==> config.mk <==
export PLATFORM = sky130hd
export DESIGN_NAME = cdc_bus_sync_rx_flat
export DESIGN_NICKNAME = d
export VERILOG_FILES = /design/src/rtl/cdc_bus_sync_rx_if.sv /design/src/rtl/cdc_bus_sync_rx.sv /design/src/flat_wrapper.sv
export SDC_FILE = /design/constraint.sdc
export NUM_CORES = 1
export LEC_CHECK = 0
export CORE_MARGIN = 2
export CORE_UTILIZATION = 30
export DETAILED_ROUTE_END_ITERATION = 10
export PLACE_DENSITY = 0.63
export SLEW_MARGIN = 40
export SYNTH_ARGS = -nofsm -noshare
export SYNTH_HDL_FRONTEND = slang
export SYNTH_SLANG_ARGS = --single-unit
==> constraint.sdc <==
create_clock -name dest_clk -period 1.22 [get_ports dest_clk]
set_input_delay 0.244 -clock dest_clk [delete_from_list [all_inputs] [get_ports dest_clk]]
set_output_delay 0.244 -clock dest_clk [all_outputs]
set_load 0.01 [all_outputs]
==> src/rtl/cdc_bus_sync_rx_if.sv <==
// Handshake bundle between the toggle-CDC source side, the receiver
// and its dest_clk-domain consumer.
interface cdc_bus_sync_rx_if #(
    parameter int DATA_W = 8,
    parameter int CNT_W  = 16
);
    logic              src_req_tgl;
    logic [DATA_W-1:0] src_data;
    logic              dest_ack_tgl;
    logic [DATA_W-1:0] dout;
    logic              dout_valid;
    logic              dout_ready;
    logic              busy;
    logic              proto_err;
    logic [CNT_W-1:0]  xfer_cnt;

    modport master (
        output src_req_tgl, src_data, dout_ready,
        input  dest_ack_tgl, dout, dout_valid,
        input  busy, proto_err, xfer_cnt
    );

    modport slave (
        input  src_req_tgl, src_data, dout_ready,
        output dest_ack_tgl, dout, dout_valid,
        output busy, proto_err, xfer_cnt
    );
endinterface

==> src/rtl/cdc_bus_sync_rx.sv <==
// Destination side of a toggle request/ack multi-bit CDC handshake:
// synchronises the request, captures the held bus, returns an ack toggle.
module cdc_bus_sync_rx #(
    parameter int DATA_W       = 8,
    parameter int NUM_OF_FLOPS = 2,
    parameter int CNT_W        = 16
) (
    input  logic               dest_clk,
    input  logic               rstn,
    cdc_bus_sync_rx_if.slave   bus
);
    typedef enum logic {IDLE, VALID} state_t;

    state_t              state, state_n;
    logic [NUM_OF_FLOPS-1:0] sync;
    logic                req_sync;
    logic                req_prev, req_prev_n;
    logic                req_pend;
    logic                ack, ack_n;
    logic [DATA_W-1:0]   dout, dout_n;
    logic                valid, valid_n;
    logic                busy, busy_n;
    logic                err, err_n;
    logic [CNT_W-1:0]    cnt, cnt_n;

    // Plain flop chain; src_data is deliberately never synchronised.
    always_ff @(posedge dest_clk or negedge rstn) begin
        if (!rstn) begin
            sync <= '0;
        end else begin
            sync <= {sync[NUM_OF_FLOPS-2:0], bus.src_req_tgl};
        end
    end

    assign req_sync = sync[NUM_OF_FLOPS-1];
    assign req_pend = req_sync ^ req_prev;

    always_ff @(posedge dest_clk or negedge rstn) begin
        if (!rstn) begin
            state    <= IDLE;
            req_prev <= 1'b0;
            ack      <= 1'b0;
            dout     <= '0;
            valid    <= 1'b0;
            busy     <= 1'b0;
            err      <= 1'b0;
            cnt      <= '0;
        end else begin
            state    <= state_n;
            req_prev <= req_prev_n;
            ack      <= ack_n;
            dout     <= dout_n;
            valid    <= valid_n;
            busy     <= busy_n;
            err      <= err_n;
            cnt      <= cnt_n;
        end
    end

    always_comb begin
        state_n    = state;
        req_prev_n = req_prev;
        ack_n      = ack;
        dout_n     = dout;
        valid_n    = valid;
        busy_n     = busy;
        err_n      = err;
        cnt_n      = cnt;
        unique case (state)
            IDLE: begin
                if (req_pend) begin
                    dout_n     = bus.src_data;
                    req_prev_n = req_sync;
                    valid_n    = 1'b1;
                    busy_n     = 1'b1;
                    state_n    = VALID;
                end
            end
            VALID: begin
                // A toggle seen here arrived before our ack went out.
                if (req_pend) begin
                    err_n = 1'b1;
                end
                if (bus.dout_ready) begin
                    ack_n   = ~ack;
                    valid_n = 1'b0;
                    busy_n  = 1'b0;
                    cnt_n   = cnt + 1'b1;
                    state_n = IDLE;
                end
            end
            default: state_n = IDLE;
        endcase
    end

    assign bus.dest_ack_tgl = ack;
    assign bus.dout         = dout;
    assign bus.dout_valid   = valid;
    assign bus.busy         = busy;
    assign bus.proto_err    = err;
    assign bus.xfer_cnt     = cnt;
endmodule

==> src/flat_wrapper.sv <==
// flat-port wrapper written by rule: the top's interface ports become plain ports
module cdc_bus_sync_rx_flat 
#(
    parameter int DATA_W       = 8,
    parameter int NUM_OF_FLOPS = 2,
    parameter int CNT_W        = 16
)
  (dest_clk, rstn, bus_src_req_tgl, bus_src_data, bus_dout_ready, bus_dest_ack_tgl, bus_dout, bus_dout_valid, bus_busy, bus_proto_err, bus_xfer_cnt);
  cdc_bus_sync_rx_if #(.DATA_W(DATA_W), .CNT_W(CNT_W)) bus_i ();
  input  logic dest_clk;
  input  logic rstn;
  input wire logic [$bits(bus_i.src_req_tgl)-1:0] bus_src_req_tgl;
  input wire logic [$bits(bus_i.src_data)-1:0] bus_src_data;
  input wire logic [$bits(bus_i.dout_ready)-1:0] bus_dout_ready;
  output wire logic [$bits(bus_i.dest_ack_tgl)-1:0] bus_dest_ack_tgl;
  output wire logic [$bits(bus_i.dout)-1:0] bus_dout;
  output wire logic [$bits(bus_i.dout_valid)-1:0] bus_dout_valid;
  output wire logic [$bits(bus_i.busy)-1:0] bus_busy;
  output wire logic [$bits(bus_i.proto_err)-1:0] bus_proto_err;
  output wire logic [$bits(bus_i.xfer_cnt)-1:0] bus_xfer_cnt;
  assign bus_i.src_req_tgl = bus_src_req_tgl;
  assign bus_i.src_data = bus_src_data;
  assign bus_i.dout_ready = bus_dout_ready;
  assign bus_dest_ack_tgl = bus_i.dest_ack_tgl;
  assign bus_dout = bus_i.dout;
  assign bus_dout_valid = bus_i.dout_valid;
  assign bus_busy = bus_i.busy;
  assign bus_proto_err = bus_i.proto_err;
  assign bus_xfer_cnt = bus_i.xfer_cnt;
  cdc_bus_sync_rx #(.DATA_W(DATA_W), .NUM_OF_FLOPS(NUM_OF_FLOPS), .CNT_W(CNT_W)) u_core (.dest_clk(dest_clk), .rstn(rstn), .bus(bus_i));
endmodule
Met1 routing:
Drawn at 6 px/micron. Supply wires on this layer in grey.
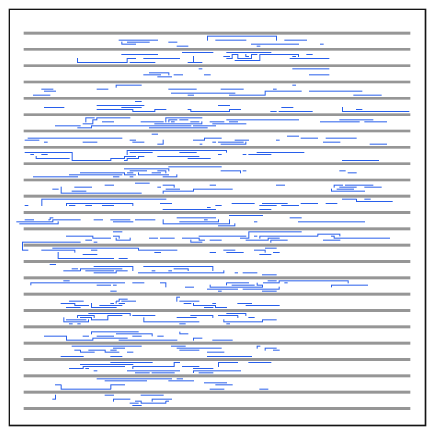
176 nets have wire on it. The wires run mostly horizontal. The longest straight run is 20.7 microns.

The metal 2 layer:
Drawn at 4 px/micron. Cells faint in the background.
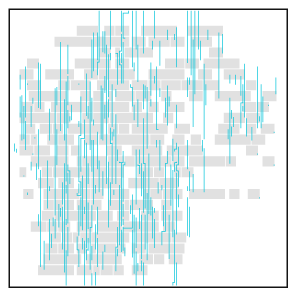
The layer holds 52% of the routed length. The longest straight run is 34.7 microns. 186 nets have wire on it. The layer carries 1810 microns of wire. The wires run mostly vertical.

==> flow_metrics.env <==
# flow metrics
export IMPL_die_w_microns=69.1
export IMPL_core_sq_um=4030
export IMPL_drtIter0Drc=13
export IMPL_dr_max_layer_used="met4"
export IMPL_met3_usage_pct=4.82
export IMPL_n_all_inverters=1
export IMPL_design_seq_count=31
export IMPL_p_switching_w=0.00157
export IMPL_drive_gt1_share_pct=55.6
export IMPL_synthCells=96
export IMPL_outcome="finished, violations left"
export IMPL_nFillCells=327
export IMPL_final_common_cell="buf_4"
export IMPL_ys_seq_share_pct=61.0
export IMPL_largest_class="registers"
export IMPL_warning_count=29
export IMPL_endpoint_kind="flop"
export IMPL_place_inst=204
export IMPL_met2_length_microns=1810
export IMPL_grt_pass1_vias=1086
export IMPL_dieHeight_microns=69.1
export IMPL_yosysChipArea_sq_um=1270
export IMPL_fin_crit_sh_pct=113
export IMPL_seq_share_pct=33.0
export IMPL_relSlewSlack_pct=80.6
export IMPL_powerComb_w=0.00251
export IMPL_clkbuf_count=7
export IMPL_clockRootBuffer="clkbuf_8"
export IMPL_violations="setup timing"
export IMPL_comb_area_sq_um=637
export IMPL_grt_pass1_wl_microns=5450
export IMPL_ys_cells=96
export IMPL_ys_top_logic_family="simple AND/OR/NAND/NOR gates"
export IMPL_ys_flops=31
export IMPL_ys_sh_simple_pct=15.2
export IMPL_setup_viol=20
export IMPL_arrival_ns=1.54
export IMPL_finalWirelength_microns=3500
export IMPL_synthAoiAreaFrac_pct=0.590
export IMPL_ys_warn_count=0
export IMPL_mux_area_share_pct=8.85
export IMPL_finalWorstSetupSlack_ns=-0.157
export IMPL_cp_required_ns=1.38
export IMPL_adder_share_pct=0.983
export IMPL_top_cell_area_share_pct=61.0
export IMPL_top_area_cell="dfrtp_1"
export IMPL_reg2reg_to="u_core.bus.xfer_cnt[12]$_DFFE_PN0P_"
export IMPL_finalSetupTns_ns=-2.01
export IMPL_avgSynthCellArea_sq_um=13.3
export IMPL_vias=1058
export IMPL_path_clk_slew_ns=0.07
export IMPL_final_clk_cell_share_pct=4.37
export IMPL_num_rows=23
export IMPL_fin_util_pct=59.0
export IMPL_htreeDepth=2
export IMPL_crit_chain="buf_6 -> ha_4 -> nand3_4 -> nor4_4 -> nand3_1 -> xnor2_1"
export IMPL_area_delta_synth_final_pct=86.9
export IMPL_netlist_area_sq_um=1270
export IMPL_period_needed_ns=1.38
export IMPL_cts_buffer_depth=2
export IMPL_cts_buffers=5
export IMPL_maxCapViolCount=0
export IMPL_finClkSkew_ns=0.00668
export IMPL_r2r_start="u_core.bus.xfer_cnt[1]$_DFFE_PN0P_"
export IMPL_worstSkewPairLatency_ns=0.28
export IMPL_netlist_top_cells_area="dfrtp_1 61%, mux2_2 8.8%, xnor2_1 6.9%"
export IMPL_hold_viol=0
export IMPL_critPathSlowestCell="dfrtp_2"
export IMPL_p_seq_w=0.00158
export IMPL_start_kind="flop"
export IMPL_seq_area_sq_um=786
export IMPL_synth_cell_types=21
export IMPL_groute_layer_met2_usage_pct=22.4
export IMPL_cts_tree="yes"
export IMPL_slowest_delay_ns=0.37
export IMPL_wire_per_inst_microns=14.7
export IMPL_fmax_ghz=0.726
export IMPL_drt_pre_antenna_iters=4
export IMPL_ir_worst_vdd_v=0.00140
export IMPL_antenna_found_initial=0
export IMPL_fin_cells=239
export IMPL_dp_hpwl_microns=1990
export IMPL_r2r_slack_ns=-0.16
export IMPL_power_leakage_nw=1.13
export IMPL_clkSinkCount=31
export IMPL_ant_nets=0
export IMPL_grt_max_degree=32
export IMPL_internal_power_w=0.00343
export IMPL_pin_count=40
Met3 routing:
Drawn at 6 px/micron.
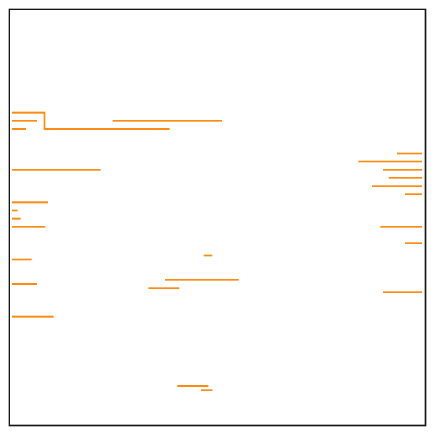
23 nets have wire on it. The layer holds 4.8% of the routed length.

==> flip-flops by register name, summed over array words and instances, names as in the netlist <==
register                 flops
u_core.bus.dout              8
u_core.bus.dest_ack_tgl      1
u_core.sync                  2
u_core.bus.dout_valid        1
u_core.bus.proto_err         1
u_core.state                 1
u_core.bus.xfer_cnt         16
u_core.req_prev              1
==> synth_stat cells (2+ instances only) <==
| cell | n |
|---|---|
| nand2_1 | 4 |
| buf_2 | 2 |
| nand3_1 | 7 |
| mux2_2 | 10 |
| nor2_1 | 9 |
| and3_1 | 2 |
| xor2_1 | 7 |
| nand4_1 | 3 |
| xnor2_1 | 10 |
| dfrtp_1 | 31 |
==> what timing repair did <==
action                     in CTS  in global routing
resized                        79                 39
setup endpoints to repair      50                 40
hold buffers                    0                  0
setup buffers                   9                 19
pin swaps                       6                 17
